## config.mk

```make
export PLATFORM = sky130hd
export DESIGN_NAME = truth_table_sequencer
export DESIGN_NICKNAME = d
export VERILOG_FILES = /design/src/rtl/ttseq_pkg.sv /design/src/rtl/ttseq_settle_cnt.sv /design/src/rtl/truth_table_sequencer.sv
export SDC_FILE = /design/constraint.sdc
export NUM_CORES = 1
export LEC_CHECK = 0
export CAP_MARGIN = 20
export CORE_ASPECT_RATIO = 0.5
export CORE_MARGIN = 5
export CORE_UTILIZATION = 40
export DETAILED_ROUTE_END_ITERATION = 8
export DONT_BUFFER_PORTS = 1
export SYNTH_ARGS = -nofsm -noshare
export SYNTH_HDL_FRONTEND = slang
export SYNTH_SLANG_ARGS = --single-unit
```

## constraint.sdc

```tcl
create_clock -name clk -period 2.9 [get_ports clk]
set_clock_uncertainty 0.2 [all_clocks]
set_input_delay 0.87 -clock clk [delete_from_list [all_inputs] [get_ports clk]]
set_output_delay 0.87 -clock clk [all_outputs]
set_load 0.03 [all_outputs]
```

## src/rtl/ttseq_pkg.sv

```systemverilog
// Shared types and sizing helpers for the truth-table sequencer.
package ttseq_pkg;

    typedef enum logic [1:0] {IDLE, SETTLE, SAMPLE, DONE} ttseq_state_t;

    // Number of input vectors for an n_in-bit circuit under test.
    function automatic int vec_count(input int n_in);
        return 1 << n_in;
    endfunction

    // The counter must be at least one bit wide, even when there is only one settle cycle.
    function automatic int cnt_width(input int settle_cyc);
        return (settle_cyc > 1) ? $clog2(settle_cyc) : 1;
    endfunction

endpackage

```

## src/rtl/ttseq_settle_cnt.sv

```systemverilog
// Settle-cycle counter: load clears it, en advances it, and expire marks the last settle cycle.
module ttseq_settle_cnt
    import ttseq_pkg::*;
#(
    parameter int SETTLE_CYC = 4
) (
    input  logic clk,
    input  logic rst_n,
    input  logic load,
    input  logic en,
    output logic expire
);

    localparam int CW = cnt_width(SETTLE_CYC);

    logic [CW-1:0] cnt;

    assign expire = (cnt == CW'(SETTLE_CYC - 1));

    // NOTE: sequential state uses non-blocking assignments only, so every flop samples pre-edge values.
    always_ff @(posedge clk or negedge rst_n) begin
        if (!rst_n) begin
            cnt <= '0;
        end else if (load || (en && expire)) begin
            cnt <= '0;
        end else if (en) begin
            cnt <= cnt + CW'(1);
        end
    end

endmodule

```

## src/rtl/truth_table_sequencer.sv

```systemverilog
// Exhaustive-stimulus controller: walks every vector, compares the CUT output with EXP_TT and reports results.
// Optional feature: define TTSEQ_CAPTURE_EN to add the obs_tt observed-truth-table output.
module truth_table_sequencer
    import ttseq_pkg::*;
#(
    parameter int                          N_IN       = 3,
    parameter int                          SETTLE_CYC = 4,
    parameter logic [vec_count(N_IN)-1:0] EXP_TT     = '0
) (
    input  logic            clk,
    input  logic            rst_n,
    input  logic            start,
    output logic [N_IN-1:0] dut_in,
    input  logic            dut_out,
    output logic            busy,
    output logic            done,
    output logic            pass,
    output logic [N_IN:0]   err_count,
    output logic [N_IN-1:0] first_fail_vec,
    output logic            first_fail_vld
`ifdef TTSEQ_CAPTURE_EN
   ,output logic [vec_count(N_IN)-1:0] obs_tt
`endif
);

    localparam int VEC = vec_count(N_IN);

    ttseq_state_t state;
    logic         accept;
    logic         expire;
    logic         mismatch;
    logic         last_vec;

    // dut_in is the vector index register itself, so it always equals idx.
    assign accept   = start && ((state == IDLE) || (state == DONE));
    assign mismatch = (dut_out != EXP_TT[dut_in]);
    assign last_vec = (dut_in == N_IN'(VEC - 1));

    ttseq_settle_cnt #(
        .SETTLE_CYC (SETTLE_CYC)
    ) u_settle_cnt (
        .clk    (clk),
        .rst_n  (rst_n),
        .load   (accept),
        .en     (state == SETTLE),
        .expire (expire)
    );

    always_ff @(posedge clk or negedge rst_n) begin
        if (!rst_n) begin
            state          <= IDLE;
            dut_in         <= '0;
            busy           <= 1'b0;
            done           <= 1'b0;
            pass           <= 1'b0;
            err_count      <= '0;
            first_fail_vec <= '0;
            first_fail_vld <= 1'b0;
`ifdef TTSEQ_CAPTURE_EN
            obs_tt         <= '0;
`endif
        end else begin
            case (state)
                IDLE, DONE: begin
                    if (accept) begin
                        state          <= SETTLE;
                        dut_in         <= '0;
                        busy           <= 1'b1;
                        done           <= 1'b0;
                        pass           <= 1'b0;
                        err_count      <= '0;
                        first_fail_vec <= '0;
                        first_fail_vld <= 1'b0;
`ifdef TTSEQ_CAPTURE_EN
                        obs_tt         <= '0;
`endif
                    end
                end
                SETTLE: begin
                    if (expire) begin
                        state <= SAMPLE;
                    end
                end
                SAMPLE: begin
                    if (mismatch) begin
                        err_count <= err_count + (N_IN + 1)'(1);
                        if (!first_fail_vld) begin
                            first_fail_vec <= dut_in;
                            first_fail_vld <= 1'b1;
                        end
                    end
`ifdef TTSEQ_CAPTURE_EN
                    obs_tt[dut_in] <= dut_out;
`endif
                    if (last_vec) begin
                        state <= DONE;
                        busy  <= 1'b0;
                        done  <= 1'b1;
                        // pass reflects the final tally including this last comparison.
                        pass  <= (err_count == '0) && !mismatch;
                    end else begin
                        state  <= SETTLE;
                        dut_in <= dut_in + N_IN'(1);
                    end
                end
                default: state <= IDLE;
            endcase
        end
    end

endmodule

```

==> results_slide.txt, run 1 <==
Physical Implementation Snapshot

Status
  • Outcome: completed

Route
  • WL/cell: approximately 16 µm
  • Drt via density: 5.696
  • Number of nets with antenna violations after routing: 0
  • Count of TritonRoute iterations in the first routing pass: 4
  • Number of design rule violations left after detail routing: 0
  • Count of vias placed by the detailed router: 900
  • Initial drt markers: around 49
  • Final WL: 2553 µm

Cells and area
  • Seq_cells: 18
  • Combined flip-flop and latch cell area: 450.4 µm²
  • Post-Layout Inst Area: between 1000 and 1500 µm²
  • Fin util: 45.92%
  • Layout cell share with drive strength beyond 1: 12.40%
  • Logic area: 641.9 µm²
  • Fraction of standard cell area that is sequential: 36.11%
  • Relative area of clock buffers and inverters in the final design: 3.310%
  • Number of non-clock buffers: 2
  • Fraction of area in multi-input gates: about half
  • Combinational Gates: ~84
  • Largest register FFs: 4
  • Biggest registers after layout: err_count x4, dut_in x3, first_fail_vec x3
  • Largest cell class by area: logic gates
  • Number of antenna cells inserted: 0
  • Layout buffering overhead excluding clock cells: 1.204%
  • Largest Register: err_count
  • Final std cells w/o fill: 158
  • Filler Cells Inserted: 256
  • Layout Nets: 136

Timing
  • Min Hold Slack: 98.25 ps
  • Minimum clock period after layout: 2147 ps
  • Transition time at the pin with the least slew margin: 703.0 ps
  • Final-report hold violation count: 0
  • Setup repair after global routing missed its margin: false
  • Sum Neg Setup Slack: 0 ps
  • Least setup slack across all paths after layout: 752.6 ps
  • Maximum clock frequency: 0.4657 GHz
  • Share of the cycle needed by the critical path after routing: approximately 74%
  • Final setup violating endpoints: 0
  • Remaining max-slew budget at the tightest pin: 53.14%

Floorplan
  • Area enclosed by the die boundary: 4217 µm²
  • Number of well-tap cells placed: 37
  • Floorplan utilization: 43.62%
  • Number of top-level pins: 18
  • Core Rows: 13
  • Core area: 2716 µm²
  • Die Y-Extent: 48.49 µm
  • Horizontal die size: 86.97 µm

Min path
  • Worst hold-check path type: in -> async

Clocking
  • Buffer cell driving the clock tree root: sky130_fd_sc_hd__clkbuf_8
  • Quantity of gates resized following cts: 0
  • Clock slew at reported path FFs: 70 ps
  • Number of buffers on the longest clock path: 2
  • Number of buffers inserted by post-CTS setup repair: 0
  • Post-CTS Hold Fix Bufs: 0
  • H-tree depth: 1

Power
  • Largest voltage drop on the vdd net: 0.3208 mV
  • Total Power Consumption: 0.0008043 W
  • Fraction of power spent switching nets: 40.35%
  • Power share of the clock group: 22.0%
  • Net load switching power: 0.0003246 W
  • Seq power: 0.000313 W
  • Cell leakage power: 0.5255 nW
  • Power density normalized to cell area: between 600 and 700 nW/µm²
  • Group drawing the most power: combinational logic
  • Power Combinational: 0.000314 W
  • Internal power contribution: 0.0004797 W
  • Total clock network power: ~0.00018 W
  • Sequential Power Share: 38.9%
  • Logic gate share of total power: 39.1%

Flow run
  • Tool warnings: 30
  • Number of max-cap violations: 0

Yosys
  • Number of standard cells reported by yosys: between 100 and 150
  • Average size of a mapped cell: 9.792 µm²
  • Post-synth seq share: 38.01%
  • Synth Net Count: 134
  • Dominant combinational family: simple AND/OR/NAND/NOR gates
  • Yosys warns: 0
  • Flip-flop and latch count after synthesis: 18
  • Post-Synth AOI/OAI Area: a little over a fifth
  • Simple-gate area share of the yosys netlist: 21.54%
  • Synth Instances: approximately 120
  • Asr flop ratio synth: 100.0%
  • Total cell area reported by yosys after synthesis: 1185 µm²
  • Number of synthesized flops with an enable pin: 0
  • MUX share of area: approximately 1.7%
  • Leading register cell type out of synthesis: sky130_fd_sc_hd__dfrtp_1
  • Share of the synthesized netlist area taken by xor and xnor gates: 0%
  • Cell area after synthesis: roughly 1200 µm²
  • Yosys cell types: approximately 40

Critical path
  • Worst setup endpoint: dut_in[0]$_DFFE_PN0P_
  • R2R setup slack: 750 ps
  • Critical Setup Path Class: reg -> reg
  • Critical path required time: roughly 2900 ps
  • Sequence of cells on the critical path: inv_1 -> ha_1 -> nor2b_1 -> buf_4 -> nor4b_2 -> nor3_2
  • Crit. End Element: register
  • Arrival time worst endpoint: 2120 ps
  • Start of the worst register-to-register path: state[0]$_DFFE_PN0P_
  • Slowest stage cell on the critical path: sky130_fd_sc_hd__ha_1
  • Reg2reg path depth: 6
  • WP depth: 6
  • Family with the most delay on the worst path: simple AND/OR/NAND/NOR gates
  • Worst r2r dst: dut_in[0]$_DFFE_PN0P_
  • CP Max Fanout: 13
  • Stage delay of the slowest cell on the critical path: 550 ps
  • Number of buffers and inverters on the critical path: 2

Place
  • Area after DPL: 1206 µm²
  • Worst setup slack after placement: 774.0 ps
  • Final GP Congestion: 0.8144
  • Final HPWL DP: 1838 µm
  • Count of buffers from port buffering: 0
  • Post-placement cell count: about 160

Global route
  • Gr usage total: 13.09%
  • Vias in the first global route: 850
  • Antenna violations before repair: 0
  • Maximum number of pins on one net before global-route repair: 24
  • Wire length of the first global-routing pass: roughly 4300 µm
  • GR Overflow Total: 0
## run 1: layer usage
layer  up-vias  GRT usage (%)  part of all wire [%]
li1        441              -                     -
met1       433          17.20                    49
met2        22          19.02                    44
met3         4          5.059                   6.4
met4         0          5.440                   1.1
met5         -              0                     0
## run 1: synth_stat cells, types with 2 or more instances
| library cell | number | share of area (%) |
|---|---|---|
| sky130_fd_sc_hd__nand3_1 | 5 | 2.1 |
| sky130_fd_sc_hd__buf_6 | 2 | 1.9 |
| sky130_fd_sc_hd__nand3b_1 | 6 | 3.8 |
| sky130_fd_sc_hd__nor4b_2 | 2 | 2.5 |
| sky130_fd_sc_hd__a221o_1 | 2 | 1.7 |
| sky130_fd_sc_hd__inv_1 | 13 | 4.1 |
| sky130_fd_sc_hd__dfrtp_1 | 18 | 38 |
| sky130_fd_sc_hd__mux2i_1 | 2 | 1.7 |
| sky130_fd_sc_hd__ha_1 | 9 | 9.5 |
| sky130_fd_sc_hd__nor2_1 | 2 | 0.63 |
| sky130_fd_sc_hd__a21oi_1 | 7 | 3.0 |
| sky130_fd_sc_hd__nor2b_1 | 4 | 2.1 |
| sky130_fd_sc_hd__buf_2 | 2 | 0.84 |
| sky130_fd_sc_hd__nand2b_1 | 3 | 1.6 |
| sky130_fd_sc_hd__o221ai_1 | 2 | 1.5 |
| sky130_fd_sc_hd__o2bb2ai_1 | 2 | 1.5 |
| sky130_fd_sc_hd__o211ai_1 | 3 | 1.9 |
| sky130_fd_sc_hd__nand2_1 | 7 | 2.2 |
| sky130_fd_sc_hd__o21ai_0 | 5 | 2.1 |
| sky130_fd_sc_hd__o21ai_1 | 5 | 2.1 |
## run 1: cell usage in the layout (no fill, tap or decap), types with 2 or more instances in the layout
| cell | Yosys | routed |
|---|---|---|
| sky130_fd_sc_hd__nand2b_1 | 3 | 3 |
| sky130_fd_sc_hd__inv_1 | 13 | 13 |
| sky130_fd_sc_hd__o2bb2ai_1 | 2 | 2 |
| sky130_fd_sc_hd__nand2_1 | 7 | 7 |
| sky130_fd_sc_hd__ha_1 | 9 | 9 |
| sky130_fd_sc_hd__o21ai_1 | 5 | 5 |
| sky130_fd_sc_hd__nand3b_1 | 6 | 6 |
| sky130_fd_sc_hd__dfrtp_1 | 18 | 18 |
| sky130_fd_sc_hd__o221ai_1 | 2 | 2 |
| sky130_fd_sc_hd__o21ai_0 | 5 | 5 |
| sky130_fd_sc_hd__mux2i_1 | 2 | 2 |
| sky130_fd_sc_hd__buf_4 | 1 | 2 |
| sky130_fd_sc_hd__o211ai_1 | 3 | 3 |
| sky130_fd_sc_hd__a21oi_1 | 7 | 7 |
| sky130_fd_sc_hd__clkbuf_8 | 0 | 3 |
| sky130_fd_sc_hd__nor2_1 | 2 | 2 |
| sky130_fd_sc_hd__nand3_1 | 5 | 5 |
| sky130_fd_sc_hd__a221o_1 | 2 | 2 |
| sky130_fd_sc_hd__nor2b_1 | 4 | 4 |
| sky130_fd_sc_hd__nor4b_2 | 2 | 2 |
## run 1: kinds of logic after synthesis
kind of cell / Yosys count
fa+ha+maj: 9
compound gates: 36
mux: 2
simple gates: 37
buf+inv: 19
flops: 18
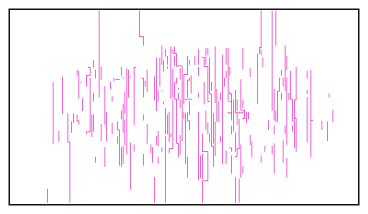
Figure 1: run 1, metal 2.
(4 px per µm)
longest straight run: 27.2 µm
wire length on this layer: 1,110 µm
main direction: vertical
share of all routed wire: 44%

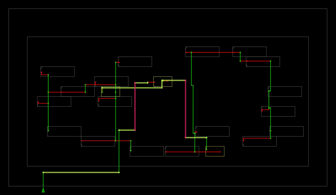
Figure 2: run 1, the clock network.
total CTS buffers: 3
Late-Pin Clk Latency: 260 ps
CLK BUF: 3

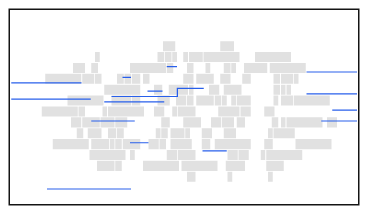
Figure 3: run 1, the metal 3 layer.
(4 px per µm) Cells faint in the background.
longest straight run: 20.7 µm
share of all routed wire: 6.4%
wire length on this layer: 164 µm
nets with wire on the layer: 12
main direction: horizontal

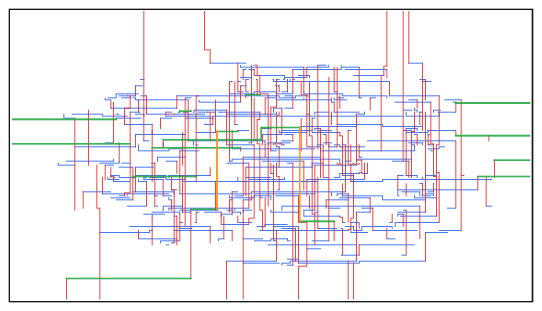
Figure 4: run 1, wiring by layer.
(6 px per µm)
| colour | layer | wire length |
|---|---|---|
| red | met2 | 1,110 µm |
| green | met3 | 164 µm |
| blue | met1 | 1,250 µm |
| orange | met4 | 28.6 µm |

==> run 2, diff against run 1 <==
==> constraint.sdc (replaced) <==
create_clock -name clk -period 2.2 [get_ports clk]
set_clock_uncertainty 0.2 [all_clocks]
set_input_delay 0.66 -clock clk [delete_from_list [all_inputs] [get_ports clk]]
set_output_delay 0.66 -clock clk [all_outputs]
set_load 0.03 [all_outputs]
==> run 2 against run 1 <==
Compared with the run above: core utilization rose by 1.7 points; register-to-register slack got worse by 560 ps; clock power is about 60% higher; global-route usage rose by 0.41 points; combinational power rose by 38%; non-clock buffer count is 4 higher; sequential power increased by 31%; die size stayed put; synthesized cell count did not move; critical endpoint is now first_fail_vec[2]$_DFFE_PN0P_; largest cell class unchanged.
==> results_slide.txt, run 2 <==
Physical Implementation Snapshot

Yosys
  • Cell type contributing the most total cell area after synthesis: sky130_fd_sc_hd__dfrtp_1
  • Yosys cell types: 40 (unchanged)
  • Total cell area reported by yosys after synthesis: 1185 µm² (unchanged)
  • Synth Net Count: 134 (unchanged)
  • Post-synth seq share: 38.01% (unchanged)
  • Flip-flop and latch count after synthesis: 18 (unchanged)
  • Average size of a mapped cell: 9.792 µm² (unchanged)
  • Main area contributors: sky130_fd_sc_hd__dfrtp_1 (38%), sky130_fd_sc_hd__ha_1 (9.5%), sky130_fd_sc_hd__inv_1 (4.1%)
  • Number of synthesized flops with an enable pin: 0 (unchanged)
  • Area fraction of the dominant cell type after synthesis: 38.01% (unchanged)
  • Cell area after synthesis: 1185 µm² (unchanged)
  • Yosys warns: 0 (unchanged)
  • Leading cell type by number of instances after synthesis: sky130_fd_sc_hd__dfrtp_1
  • Synth Instances: 121 (unchanged)
  • Number of standard cells reported by yosys: 121 (unchanged)
  • Leading register cell type out of synthesis: sky130_fd_sc_hd__dfrtp_1
  • Top post-synthesis cells by count: sky130_fd_sc_hd__dfrtp_1 (18), sky130_fd_sc_hd__inv_1 (13), sky130_fd_sc_hd__ha_1 (9)
  • Asr flop ratio synth: 100.0% (unchanged)

Global route
  • Antenna violations before repair: 0 (unchanged)
  • Wire length of the first global-routing pass: 4547 µm (+6.5%)
  • Gr usage total: 13.49% (+0.41 points)
  • GR Overflow Total: 0 (unchanged)
  • Vias in the first global route: 915 (+7.6%)
  • Maximum number of pins on one net before global-route repair: 19 (-21%)

Critical path
  • Worst r2r dst: first_fail_vec[2]$_DFFE_PN0P_
  • Reg2reg path depth: 5 (-1)
  • Crit. End Element: register
  • Stage delay of the slowest cell on the critical path: 630 ps (+80 ps)
  • Crit path from: state[0]$_DFFE_PN0P_
  • Start of the worst register-to-register path: state[0]$_DFFE_PN0P_
  • R2R setup slack: 200 ps (-560 ps)
  • Critical path required time: 2180 ps (-700 ps)
  • Arrival time worst endpoint: 1980 ps (-140 ps)
  • Slowest stage cell on the critical path: sky130_fd_sc_hd__nor2b_1
  • Critical Setup Path Class: reg -> reg
  • Worst setup endpoint: first_fail_vec[2]$_DFFE_PN0P_
  • CP Max Fanout: 8 (-5)
  • Sequence of cells on the critical path: inv_1 -> ha_1 -> nor2b_1 -> nor3_4 -> o221ai_1
  • Crit start category: register

Timing
  • Share of the cycle needed by the critical path after routing: 91.03% (+17 points)
  • Final Max Slew Viols: 0
  • Remaining max-slew budget at the tightest pin: 43.38% (-9.8 points)
  • Minimum clock period after layout: 2003 ps (-144.8 ps)
  • Maximum clock frequency: 0.4994 GHz (+7.2%)
  • Final setup violating endpoints: 0 (unchanged)
  • Setup repair after global routing missed its margin: false
  • Sum Neg Setup Slack: 0 ps (unchanged)
  • Min Hold Slack: 284.5 ps (+186.2 ps)
  • Final-report hold violation count: 0 (unchanged)
  • Transition time at the pin with the least slew margin: 846.5 ps (+143.5 ps)

Power
  • Largest voltage drop on the vdd net: 0.4710 mV (+47%)
  • Cell leakage power: 0.5529 nW (+5.2%)
  • Power density normalized to cell area: 871.6 nW/µm² (+35%)

Clocking
  • Number of buffers inserted by post-CTS setup repair: 0 (unchanged)
  • Late-Pin Clk Latency: 260 ps (about the same)
  • Quantity of gates resized following cts: 0 (unchanged)
  • H-tree depth: 1 (unchanged)
  • CTS tree: built
  • Clk sinks: 18
  • Buffer cell driving the clock tree root: sky130_fd_sc_hd__clkbuf_8
  • Post-CTS Hold Fix Bufs: 1 (+1)
  • Number of buffers on the longest clock path: 2 (unchanged)
  • Total CTS buffers: 3 (unchanged)
  • Clock slew at reported path FFs: 80 ps (about the same)

Route
  • Drt via density: 5.638 (-1.0%)
  • Number of nets with antenna violations after routing: 0 (unchanged)
  • Initial drt markers: 25 (-49%)
  • Count of vias placed by the detailed router: 919 (+2.1%)
  • Final WL: 2584 µm (+1.2%)
  • Count of TritonRoute iterations in the first routing pass: 4 (unchanged)
  • Number of design rule violations left after detail routing: 0 (unchanged)
  • WL/cell: 15.85 µm (-1.9%)

Cells and area
  • Logic area: 641.9 µm² (unchanged)
  • Largest register FFs: 4 (unchanged)
  • Layout Nets: 140 (+2.9%)
  • Combined flip-flop and latch cell area: 450.4 µm² (unchanged)
  • Post-Layout Inst Area: 1294 µm² (+3.7%)
  • Most common library cell in the layout ignoring fill and taps: sky130_fd_sc_hd__dfrtp_1
  • Biggest registers after layout: err_count x4, dut_in x3, first_fail_vec x3
  • Number of antenna cells inserted: 0 (unchanged)
  • Largest Register: err_count
  • Layout cell share with drive strength beyond 1: 15.08% (+2.7 points)
  • Synth-to-Final Area Change: 9.187%
  • Filler Cells Inserted: 247 (-3.5%)
  • Commonest non-fill, non-tap cells in the layout: sky130_fd_sc_hd__dfrtp_1 (18), sky130_fd_sc_hd__inv_1 (13), sky130_fd_sc_hd__ha_1 (9), sky130_fd_sc_hd__nand2_1 (7), sky130_fd_sc_hd__a21oi_1 (7)

Floorplan
  • Die Y-Extent: 48.49 µm (unchanged)
  • Core area: 2716 µm² (unchanged)
  • Horizontal die size: 86.97 µm (unchanged)
  • Area enclosed by the die boundary: 4217 µm² (unchanged)
  • Number of top-level pins: 18 (unchanged)
  • Floorplan utilization: 43.62% (unchanged)
  • Core Rows: 13 (unchanged)

Place
  • Final GP Congestion: 0.7426 (-8.8%)
  • Count of buffers from port buffering: 0 (unchanged)
  • Final HPWL DP: 1884 µm (+2.5%)
  • Area after DPL: 1229 µm² (+1.9%)

Flow run
  • Tool warnings: 30 (unchanged)
  • Number of max-cap violations: 0 (unchanged)

Min path
  • Worst hold-check path type: in -> reg

Status
  • Outcome: completed
[run 2: cell counts after synthesis]
No cell type changed its count.
[run 2: worst max-delay path: cells and delay by family, from the launching register on]
kind                       cells  cell delay (ps)
DFF                            1              390
AOI/OAI and AO/OA              1              220
adders and majority gates      1              280
buffers and inverters          1               60
and+or+nand+nor                2              760
[run 2: worst min-delay path by stage]
stage,depth (start not counted),slack (ps),from,endpoint
final,1,280,start,u_settle_cnt.cnt[0]$_DFFE_PN0P_
after global routing,1,280,start,u_settle_cnt.cnt[0]$_DFFE_PN0P_
after CTS,1,280,start,u_settle_cnt.cnt[0]$_DFFE_PN0P_
after detailed placement,0,160,rst_n,u_settle_cnt.cnt[0]$_DFFE_PN0P_
after global placement,0,160,rst_n,u_settle_cnt.cnt[0]$_DFFE_PN0P_
after floorplan,0,160,rst_n,busy$_DFFE_PN0P_
[run 2: per-layer routing]
metal / track usage (%) / routed length (µm) / vias up
li1: - / - / 449
met1: 19.16 / 1302 / 456
met2: 19.02 / 1156 / 14
met3: 4.722 / 125 / 0
met4: 3.886 / 0 / 0
met5: 0 / 0 / -
[run 2: kinds of logic (layout without fill, tap and decap cells)]
family / after synthesis / in the layout / share of synthesized area, %
multiplexers: 2 / 2 / 1.690
AND-OR/OR-AND: 36 / 36 / 21.44
flip-flops: 18 / 18 / 38.01
AND/OR/NAND/NOR: 37 / 37 / 21.54
adder cells (fa/ha/maj): 9 / 9 / 9.504
buffers and inverters: 19 / 24 / 7.814
[run 2: power by group]
group          leakage, nW  switching (W)  internal (W)
Sequential           0.242      0.0000438      0.000368
Clock               0.0288       0.000124      0.000159
Combinational        0.282       0.000284      0.000149
[run 2: layout make-up]
| cell class | instances | area share, % |
|---|---|---|
| sequential | 18 | 34.82 |
| inverter | 14 | 4.062 |
| clock buffer | 4 | 4.255 |
| multi-input combinational | 84 | 49.61 |
| timing repair buffer | 6 | 3.675 |
| tap | 37 | 3.578 |
[run 2: stage by stage]
stage               total power (W)  setup slack, ps  utilization [%]  cells
CTS                        0.001142            184.7            47.63    163
detailed placement        0.0008407            202.8            45.23    158
global route               0.001200            110.3            47.63    163
floorplan                 0.0007564            389.5                -    121
global placement          0.0008358            274.8            45.23    158
finish                     0.001128            197.4            47.63    163
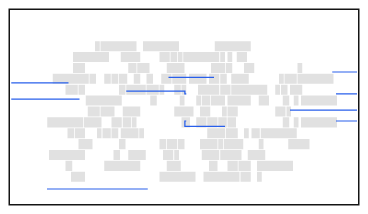
Figure 5: run 2, the metal 3 layer.
(4 px per µm) Cells faint in the background.
longest straight run: 24.8 µm
nets with wire on the layer: 8
wire length on this layer: 126 µm

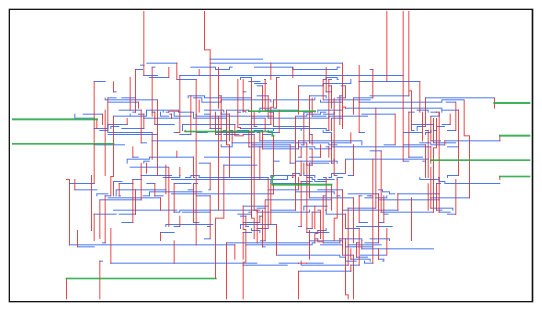
Figure 6: run 2, wiring by layer.
(6 px per µm)
| colour | layer | wire length |
|---|---|---|
| green | met3 | 126 µm |
| blue | met1 | 1,300 µm |
| red | met2 | 1,160 µm |

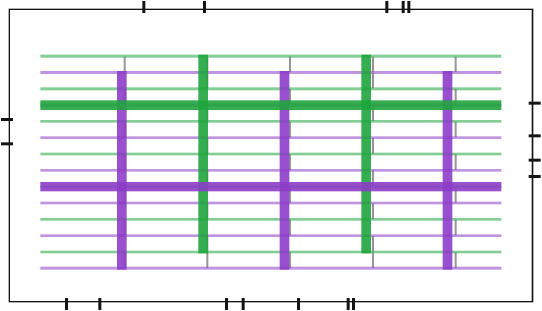
Figure 7: run 2, PDN straps and rails.
(6 px per µm) Pins as bars on the die edge. Tap cells in grey.
| colour | net |
|---|---|
| green | VDD |
| purple | VSS |
met1 rails: 14
met5 straps: 2
tap cells: 37

==> run 3, diff against run 2 <==
--- a/config.mk
+++ b/config.mk
@@ -5,12 +5,12 @@
 export SDC_FILE = /design/constraint.sdc
 export NUM_CORES = 1
 export LEC_CHECK = 0
-export CAP_MARGIN = 20
-export CORE_ASPECT_RATIO = 0.5
+export CAP_MARGIN = 30
 export CORE_MARGIN = 5
-export CORE_UTILIZATION = 40
+export CORE_UTILIZATION = 48
 export DETAILED_ROUTE_END_ITERATION = 8
 export DONT_BUFFER_PORTS = 1
+export PLACE_DENSITY = 0.65
 export SYNTH_ARGS = -nofsm -noshare
 export SYNTH_HDL_FRONTEND = slang
 export SYNTH_SLANG_ARGS = --single-unit
==> constraint.sdc (replaced) <==
create_clock -name clk -period 1.7 [get_ports clk]
set_clock_uncertainty 0.2 [all_clocks]
set_input_delay 0.51 -clock clk [delete_from_list [all_inputs] [get_ports clk]]
set_output_delay 0.51 -clock clk [all_outputs]
set_load 0.03 [all_outputs]
==> run 3 against run 2 <==
Compared with the run above: synthesized area unchanged; core utilization up 11 points; worst hold slack worse by 180 ps; sequential share of layout area is 2.5 points lower; register-to-register slack got worse by 150 ps; final area grew 8.8%; die size fell by 16%; non-clock buffer count rose by 11; total power rose by 35%; critical path type unchanged; routed wire length is 6.1% higher; count of clock-buffer cells in the layout unchanged; worst setup slack got worse by 150 ps.
==> results_slide.txt, run 3 <==
Physical Implementation Snapshot

Status
  • Outcome: completed

Yosys
  • Yosys cell types: 40 (unchanged)
  • Cell type contributing the most total cell area after synthesis: sky130_fd_sc_hd__dfrtp_1
  • Synth Instances: 121 (unchanged)
  • Post-synth seq share: 38.01% (unchanged)
  • Area fraction of the dominant cell type after synthesis: 38.01% (unchanged)
  • Number of synthesized flops with an enable pin: 0 (unchanged)
  • Average size of a mapped cell: 9.792 µm² (unchanged)
  • Total cell area reported by yosys after synthesis: 1185 µm² (unchanged)
  • Top post-synthesis cells by count: sky130_fd_sc_hd__dfrtp_1 (18), sky130_fd_sc_hd__inv_1 (13), sky130_fd_sc_hd__ha_1 (9)
  • Leading cell type by number of instances after synthesis: sky130_fd_sc_hd__dfrtp_1
  • Leading register cell type out of synthesis: sky130_fd_sc_hd__dfrtp_1
  • Flip-flop and latch count after synthesis: 18 (unchanged)
  • Yosys warns: 0 (unchanged)
  • Cell area after synthesis: 1185 µm² (unchanged)
  • Synth Net Count: 134 (unchanged)
  • Number of standard cells reported by yosys: 121 (unchanged)
  • Asr flop ratio synth: 100.0% (unchanged)
  • Main area contributors: sky130_fd_sc_hd__dfrtp_1 (38%), sky130_fd_sc_hd__ha_1 (9.5%), sky130_fd_sc_hd__inv_1 (4.1%)

Critical path
  • Stage delay of the slowest cell on the critical path: 430 ps (-200 ps)
  • CP Max Fanout: 6 (-2)
  • Crit start category: register
  • Sequence of cells on the critical path: ha_4 -> buf_8 -> nor2_1 -> nor3_4 -> o221ai_1
  • Arrival time worst endpoint: 1620 ps (-360 ps)
  • Family with the most delay on the worst path: flip-flops
  • Critical Setup Path Class: reg -> reg
  • Slowest stage cell on the critical path: sky130_fd_sc_hd__dfrtp_1
  • Number of buffers and inverters on the critical path: 1 (unchanged)
  • Crit. End Element: register
  • Critical path required time: 1670 ps (-510 ps)

Cells and area
  • Final std cells w/o fill: 167 (+2.5%)
  • Largest register FFs: 4 (unchanged)
  • Biggest registers after layout: err_count x4, dut_in x3, first_fail_vec x3
  • Most common library cell in the layout ignoring fill and taps: sky130_fd_sc_hd__buf_4
  • Largest Register: err_count
  • Layout cell share with drive strength beyond 1: 29.20% (+14 points)
  • Layout Nets: 151 (+7.9%)
  • Filler Cells Inserted: 207 (-16%)
  • Commonest non-fill, non-tap cells in the layout: sky130_fd_sc_hd__buf_4 (15), sky130_fd_sc_hd__dfrtp_1 (14), sky130_fd_sc_hd__inv_1 (13), sky130_fd_sc_hd__nand2_1 (7), sky130_fd_sc_hd__a21oi_1 (7)
  • Logic area: 695.7 µm² (+8.4%)
  • Combined flip-flop and latch cell area: 455.4 µm² (+1.1%)
  • Post-Layout Inst Area: 1408 µm² (+8.8%)
  • Synth-to-Final Area Change: 18.80%
  • Number of antenna cells inserted: 0 (unchanged)

Floorplan
  • Horizontal die size: 59.69 µm (-31%)
  • Core Rows: 18 (+5)
  • Core area: 2410 µm² (-11%)
  • Number of top-level pins: 18 (unchanged)
  • Area enclosed by the die boundary: 3562 µm² (-16%)
  • Floorplan utilization: 49.17% (+5.5 points)

Place
  • Count of buffers from port buffering: 0 (unchanged)
  • Final HPWL DP: 1972 µm (+4.7%)
  • Area after DPL: 1305 µm² (+6.2%)
  • Post-placement cell count: 160 (+1.3%)
  • Final GP Congestion: 0.7820 (+5.3%)

Clocking
  • H-tree depth: 1 (unchanged)
  • Buffer cell driving the clock tree root: sky130_fd_sc_hd__clkbuf_4
  • Clock slew at reported path FFs: 110 ps (+30 ps)
  • Number of buffers on the longest clock path: 2 (unchanged)
  • Total CTS buffers: 3 (unchanged)
  • CTS tree: built

Timing
  • Sum Neg Setup Slack: 0 ps (unchanged)
  • Share of the cycle needed by the critical path after routing: 97.44% (+6.4 points)
  • Transition time at the pin with the least slew margin: 842.7 ps (-3.733 ps)
  • Maximum clock frequency: 0.6037 GHz (+21%)
  • Minimum clock period after layout: 1657 ps (-346.0 ps)
  • Final-report hold violation count: 0 (unchanged)
  • Final Max Slew Viols: 0 (unchanged)
  • Remaining max-slew budget at the tightest pin: 43.82% (+0.44 points)
  • Final setup violating endpoints: 0 (unchanged)

Route
  • Initial drt markers: 27 (+8.0%)
  • WL/cell: 16.41 µm (+3.5%)
  • Amount of wire on met2 after detailed routing: 1423 µm (+23%)
  • Drt via density: 6.036 (+7.1%)
  • Number of design rule violations left after detail routing: 0 (unchanged)
  • Number of nets with antenna violations after routing: 0 (unchanged)
  • Highest metal layer with signal wires: met4
  • Count of TritonRoute iterations in the first routing pass: 4 (unchanged)
  • Sum of routed wire segments on met1: 1167 µm (-10%)
  • Detailed-routed wire length on met3: 139 µm (+11%)

Power
  • Power density normalized to cell area: 1085 nW/µm² (+25%)
  • Cell leakage power: 0.6092 nW (+10%)

Global route
  • Antenna violations before repair: 0 (unchanged)
  • Gr usage total: 16.23% (+2.7 points)
  • GR Overflow Total: 0 (unchanged)
  • Vias in the first global route: 1,004 (+9.7%)
  • Maximum number of pins on one net before global-route repair: 19 (unchanged)
  • Wire length of the first global-routing pass: 4491 µm (-1.2%)

Flow run
  • Number of max-cap violations: 0 (unchanged)
  • Tool warnings: 30 (unchanged)

Min path
  • Worst hold-check path type: in -> reg
-- run 3: cell counts after synthesis --
No cell type changed its count.
-- run 3: path summary, 6_finish.rpt --
path | start | end | slack (ps) | cells past startpoint
hold reg to reg | u_settle_cnt.cnt[1]$_DFFE_PN0P_ | u_settle_cnt.cnt[1]$_DFFE_PN0P_ | 390 | 2
min in group asynchronous | rst_n | dut_in[0]$_DFFE_PN0P_ | 180 | 1
hold / removal | start | u_settle_cnt.cnt[1]$_DFFE_PN0P_ | 100 | 1
setup reg to reg | state[1]$_DFFE_PN0P_ | first_fail_vec[2]$_DFFE_PN0P_ | 40 | 5
max in group asynchronous | rst_n | err_count[2]$_DFFE_PN0P_ | 540 | 1
setup / recovery | state[1]$_DFFE_PN0P_ | first_fail_vec[2]$_DFFE_PN0P_ | 40 | 5
-- run 3: power by group --
part,switching [W],internal (W)
sequential,0.0000457,0.000477
clock,0.000131,0.0000909
combinational,0.000434,0.000349
-- run 3: repair_timing --
action | CTS | global route
pin swaps | 0 | 1
buffers inserted | 0 | 2
setup endpoints to repair | 16 | 16
gates resized | 5 | 7
endpoints found under the hold margin | 18 | 0
hold buffers | 1 | 0
-- run 3: final cells by class --
type	instances	area share [%]
clock buffers	4	1.867
inverters	14	3.733
multi-input cells	84	49.42
flip-flops and latches	18	32.36
well taps	30	2.667
repair buffers	17	9.956
-- run 3: cells by family after synthesis --
kind of cell             Yosys count  share of synthesized area, %
AND/OR/NAND/NOR                   37                         21.54
buffers and inverters             19                         7.814
flip-flops                        18                         38.01
AND-OR/OR-AND                     36                         21.44
adder cells (fa/ha/maj)            9                         9.504
multiplexers                       2                         1.690
-- run 3: worst reg2reg max path, delay by kind of cell (launching register included) --
family	cells	cell delay, ps
compound gates	1	150
fa+ha+maj	1	290
buf+inv	1	110
flops	1	430
simple gates	2	360
-- run 3: layer usage --
metal	vias up	GRT usage (%)
met4	0	3.481
met5	-	0
met3	2	4.320
met1	512	20.00
li1	469	-
met2	25	28.24
-- run 3: metrics by stage --
step / setup slack, ps / hold slack [ps] / util, % / total power [W]
after detailed placement: -202.9 / 14.92 / 54.15 / 0.001141
after CTS: 13.24 / 103.5 / 56.54 / 0.001428
final: 43.44 / 104.9 / 58.41 / 0.001528
after global routing: -12.04 / 81.15 / 58.41 / 0.001640
after floorplan: 13.75 / 14.41 / - / 0.0009839
after global placement: -151.8 / 14.94 / 54.15 / 0.001124
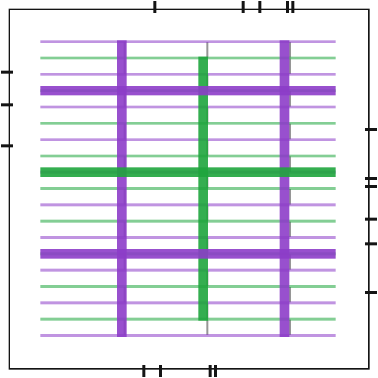
Figure 8: run 3, PDN straps and rails.
(6 px per µm) Pins as bars on the die edge. Tap cells in grey.
largest voltage drop on the vdd net: 0.9620 mV
Die Y-Extent: 59.69 µm

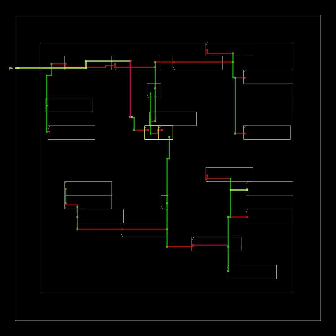
Figure 9: run 3, the clock network.
CLK BUF: 4
Late-Pin Clk Latency: 280 ps
clk sinks: 18
total clock network power: 0.000222 W

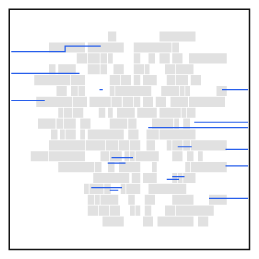
Figure 10: run 3, the metal 3 layer.
(4 px per µm) Cells faint in the background.
count of vias placed by the detailed router: 1,008
final WL: 2741 µm
met3 Use GR: 4.320%

Power figures rest on the tool's default switching activity, not on a simulated workload.
